==> images/met2.png <==
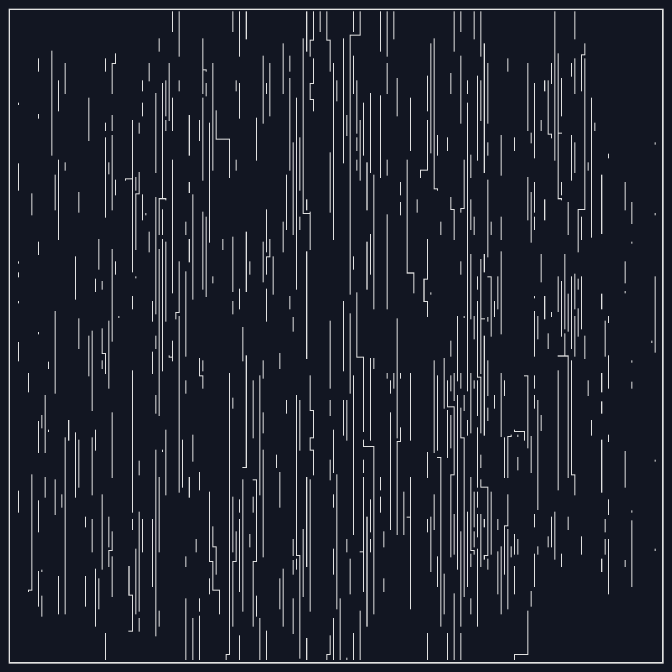
==> images/gate_families.png <==
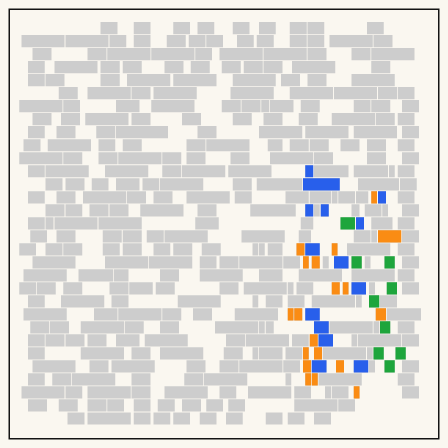
===== config.mk =====
export PLATFORM = sky130hd
export DESIGN_NAME = pipe_stage_skid_reg
export DESIGN_NICKNAME = d
export VERILOG_FILES = /design/src/rtl/pipe_stage_skid_reg.sv
export SDC_FILE = /design/constraint.sdc
export NUM_CORES = 1
export LEC_CHECK = 0
export ABC_AREA = 0
export ABC_CLOCK_PERIOD_IN_PS = 2800
export CAP_MARGIN = 10
export CORE_MARGIN = 1.5
export CORE_UTILIZATION = 50
export DETAILED_ROUTE_END_ITERATION = 16
export PLACE_DENSITY_LB_ADDON = 0.1
export SETUP_SLACK_MARGIN = 0.3
export SYNTH_ARGS = -nofsm -noshare
export SYNTH_HDL_FRONTEND = slang
export SYNTH_SLANG_ARGS = --single-unit
export TNS_END_PERCENT = 1

===== constraint.sdc =====
create_clock -name clk -period 2.8 [get_ports clk]
set_input_delay 0.28 -clock clk [delete_from_list [all_inputs] [get_ports clk]]
set_output_delay 0.28 -clock clk [all_outputs]
set_load 0.02 [all_outputs]

===== src/rtl/pipe_stage_skid_reg.sv =====
// Pipeline-stage register with valid/ready handshake and a 2-entry skid buffer.
// One cycle push-to-outValid; inReady is registered (~skid valid), flush squashes to a bubble.
module pipe_stage_skid_reg #(
  parameter int                 DATA_W     = 32,
  parameter int                 CTRL_W     = 8,
  parameter logic [DATA_W-1:0]  RESET_DATA = '0
) (
  input  logic              clk,
  input  logic              reset,
  input  logic              flush,
  input  logic              inValid,
  output logic              inReady,
  input  logic [DATA_W-1:0] dataIn,
  input  logic [CTRL_W-1:0] ctrlIn,
  output logic              outValid,
  input  logic              outReady,
  output logic [DATA_W-1:0] dataOut,
  output logic [CTRL_W-1:0] ctrlOut,
  output logic [1:0]        occupancy
);

  logic              main_v;
  logic [CTRL_W-1:0] main_ctrl;
  logic [DATA_W-1:0] main_data;
  logic              skid_v;
  logic [CTRL_W-1:0] skid_ctrl;
  logic [DATA_W-1:0] skid_data;

  logic push;
  logic pop;

  // Handshake outputs come straight from flops, so no in->out combinational path.
  assign inReady   = ~skid_v;
  assign outValid  = main_v;
  assign push      = inValid & inReady;
  assign pop       = outValid & outReady;
  assign dataOut   = main_data;
  assign ctrlOut   = main_ctrl & {CTRL_W{main_v}};
  assign occupancy = {1'b0, main_v} + {1'b0, skid_v};

  always_ff @(posedge clk or posedge reset) begin
    if (reset) begin
      main_v    <= 1'b0;
      main_ctrl <= '0;
      main_data <= RESET_DATA;
      skid_v    <= 1'b0;
      skid_ctrl <= '0;
      skid_data <= RESET_DATA;
    end else if (flush) begin
      // Squash wins over any handshake in the same cycle; payload registers hold.
      main_v    <= 1'b0;
      main_ctrl <= '0;
      skid_v    <= 1'b0;
      skid_ctrl <= '0;
    end else if (!main_v) begin
      if (push) begin
        main_v    <= 1'b1;
        main_ctrl <= ctrlIn;
        main_data <= dataIn;
      end
    end else if (!skid_v) begin
      if (push && pop) begin
        main_ctrl <= ctrlIn;
        main_data <= dataIn;
      end else if (push) begin
        skid_v    <= 1'b1;
        skid_ctrl <= ctrlIn;
        skid_data <= dataIn;
      end else if (pop) begin
        main_v <= 1'b0;
      end
    end else if (pop) begin
      main_ctrl <= skid_ctrl;
      main_data <= skid_data;
      skid_v    <= 1'b0;
    end
  end

endmodule


==> job_summary.md <==
## PnR job results

| Metric | Value |
|---|---|
| Status | completed |
| Yosys cell types | 25 |
| CP Max Fanout | 27 |
| Non-Clock Buffer Count | 94 |
| Hold WC Path Type | in2async |
| Vias/cell | 5.12 |
| Leak pwr | 2.07 nW |
| First-pass GRT wire length | 11300 um |
| Largest net degree at the start of global routing | 51 |
| Area after DPL | 4740 um^2 |
| Largest class | registers |
| Worst-margin pin slew | 0.577 ns |
| Clock network area share | 4.13% |
| Tot GR Track Use | 18.8% |
| Worst path max stage delay | 0.65 ns |
| Slew Limit Headroom | 61.5% |
| CTS tree | yes |
| Detail Route Antenna Nets | 0 |
| Worst-Skew Late Latency | 0.34 ns |
| Cells after Synth | 273 |
| Nets | 408 |
| Pre-Place Util | 51.5% |
| Critical path depth in cells | 3 |
| CORE AREA | 7250 um^2 |
| Largest cells by area after synthesis | dfrtp_1 55%, mux2_2 26%, mux2_1 3.0% |
| Setup ws final | 0.576 ns |
| Max Clk Rate | 450 MHz |
| CP endpoint kind | primary output |
| Power per cell area | 680 nW/um^2 |
| Crit path cell chain | ha_1, inv_1, clkdlybuf4s50_1 |
| Max clock buf depth | 2 |
| Final Critical Period | 2.22 ns |
| Register share after synthesis | 54.9% |
| Yosys warning count | 0 |
| Gate Area | 1570 um^2 |
| Site Rows | 31 |
| Routed vias | 2383 |
| Crit path from | outValid |
| Seq. cell area | 2050 um^2 |
| Cycle use final | 79.4% |
| Resized cells post-CTS | 1 |
| Initial antenna violation count | 0 |
| Horiz. Die Dim | 89.5 um |
| R2r setup slk | 0.91 ns |
| Seq cells | 82 |
| Largest area contributor in the netlist | dfrtp_1 |
| Die H | 89.5 um |
| Clock transition at path regs | 0.08 ns |
| Full die area | 8000 um^2 |
| Placed Instances | 449 |
| Syn Nets | 320 |
| Mapped cell area | 3740 um^2 |
| Tapcells | 99 |
| IO Pins | 89 |
| Buffering overhead | 19.7% |
| Comb gates | 170 |
| Peak supply drop | 386 uV |
| Residual DRC | 0 |
| Yosys stat cell total | 273 |
| Async S/R FF share, synth | 100% |
| Reg2reg end | dataOut[22] |
| Post-place setup slack | 0.640 ns |
| Hold buffer count at CTS | 0 |
| Worst endpoint required time | 2.52 ns |
| Syn avg cell area | 13.7 um^2 |
| Setup Buffers After CTS | 0 |
| Crit path capture | occupancy[0] |
| Count leader, synth | mux2_2 |
| Number of global-route vias before repair | 2323 |
| Most common reg cell | dfrtp_1 |
| Tool Warnings | 27 |
| Clock Skew | 0.0133 ns |
| Slew Viols, Final | 0 |
| Synth flops | 82 |
| Commonest cells in the synthesized netlist | 86 x mux2_2, 82 x dfrtp_1, 18 x nor2_1, 10 x mux2_1, 10 x nand2_1 |
| Layout fillers | 577 |
| RSZ-0062 raised after global routing | no |
| Post-Route Utilization | 68.2% |
| Final Hold Viols | 0 |
| WP buf/inv | 2 |
| Root buffer cell | clkbuf_8 |
| Max capacitance violation total | 0 |
| Chip Area, Yosys | 3740 um^2 |
| Wirelength per Cell | 15.0 um |
| Cts bufs inserted | 9 |
| H-tree levels | 3 |
| Crit path kind | reg2out |
| Startpoint types | flop |
| DP HPWL | 4550 um |
| Worst path top cell family by delay | flip-flops |
| Critical Path Slowest Stage Cell | dfrtp_2 |
| Sinks on Clock Net | 82 |
| R2r startpoint | outValid |
| Layout cell share with drive strength beyond 1 | 32.0% |
| WP data arrival | 1.94 ns |
| Most frequent cells in the layout | 88 x clkdlybuf4s50_1, 86 x mux2_2, 80 x dfrtp_1 |
| Count of input and output buffers | 88 |
| Reg2Reg Depth | 5 |
| Pre-Repair DR Iteration Count | 4 |
| Inverters | 4 |
| Total gr overflow | 0 |
| Number of enable flip-flop cells | 0 |
| # clk buffers | 10 |
| Tot Pwr | 0.00336 W |
| Area delta synth->final | 32.2% |
| Fraction of area in registers | 41.6% |
| Initial DRC Count | 59 |
| Setup TNS | 0 ns |
| Dominant cell area share | 54.9% |
| Final Cell Area | 4940 um^2 |
| N_diodes | 0 |
| Final setup viols | 0 |
| Worst hold margin | 0.296 ns |
| DRT Wirelength | 6980 um |
| Final GP Congestion | 0.743 |
Back to the opening pictures, met2.png:
main direction: vertical
nets with wire on the layer: 364
longest straight run: 39.4 um

Back to the opening pictures, gate_families.png:
legend:
  inverting AOI/OAI gates:
    colour: blue
    cells: 14
    most_used: a311oi_1
  AND and OR gates:
    colour: green
    cells: 9
    most_used: and2_1
  NAND gates:
    colour: orange
    cells: 19
    most_used: nand2_1
post-route insts no fill: 465
Comb area share: 31.7%
highest-count logic cell in the final layout: clkdlybuf4s50_1

cells by family (layout without fill, tap and decap cells):
logic type,Yosys count,in the layout,synth area share [%]
multiplexers,104,104,31.1
flip-flops,82,82,54.9
AND/OR/NAND/NOR,49,49,6.79
buffers and inverters,21,114,3.45
AND-OR/OR-AND,15,15,3.15
adder cells (fa/ha/maj),2,2,0.669
layer usage:
metal  GRT usage, %  vias to the layer above  wire (um)
met2           28.2                       64       3290
met1           25.7                     1178       3210
met5              0                        -          0
met4           7.55                        0         35
met3           5.72                        2        433
li1               -                     1139          -
where the power goes:
group | internal [W] | leakage [nW] | switching [W] | total, W
combinational | 0.000519 | 0.963 | 0.000377 | 0.000896
clock | 0.000438 | 0.106 | 0.000425 | 0.000863
sequential | 0.00146 | 1.00 | 0.000143 | 0.00160
No activity file was given, so power comes from the tool's default toggle rates.
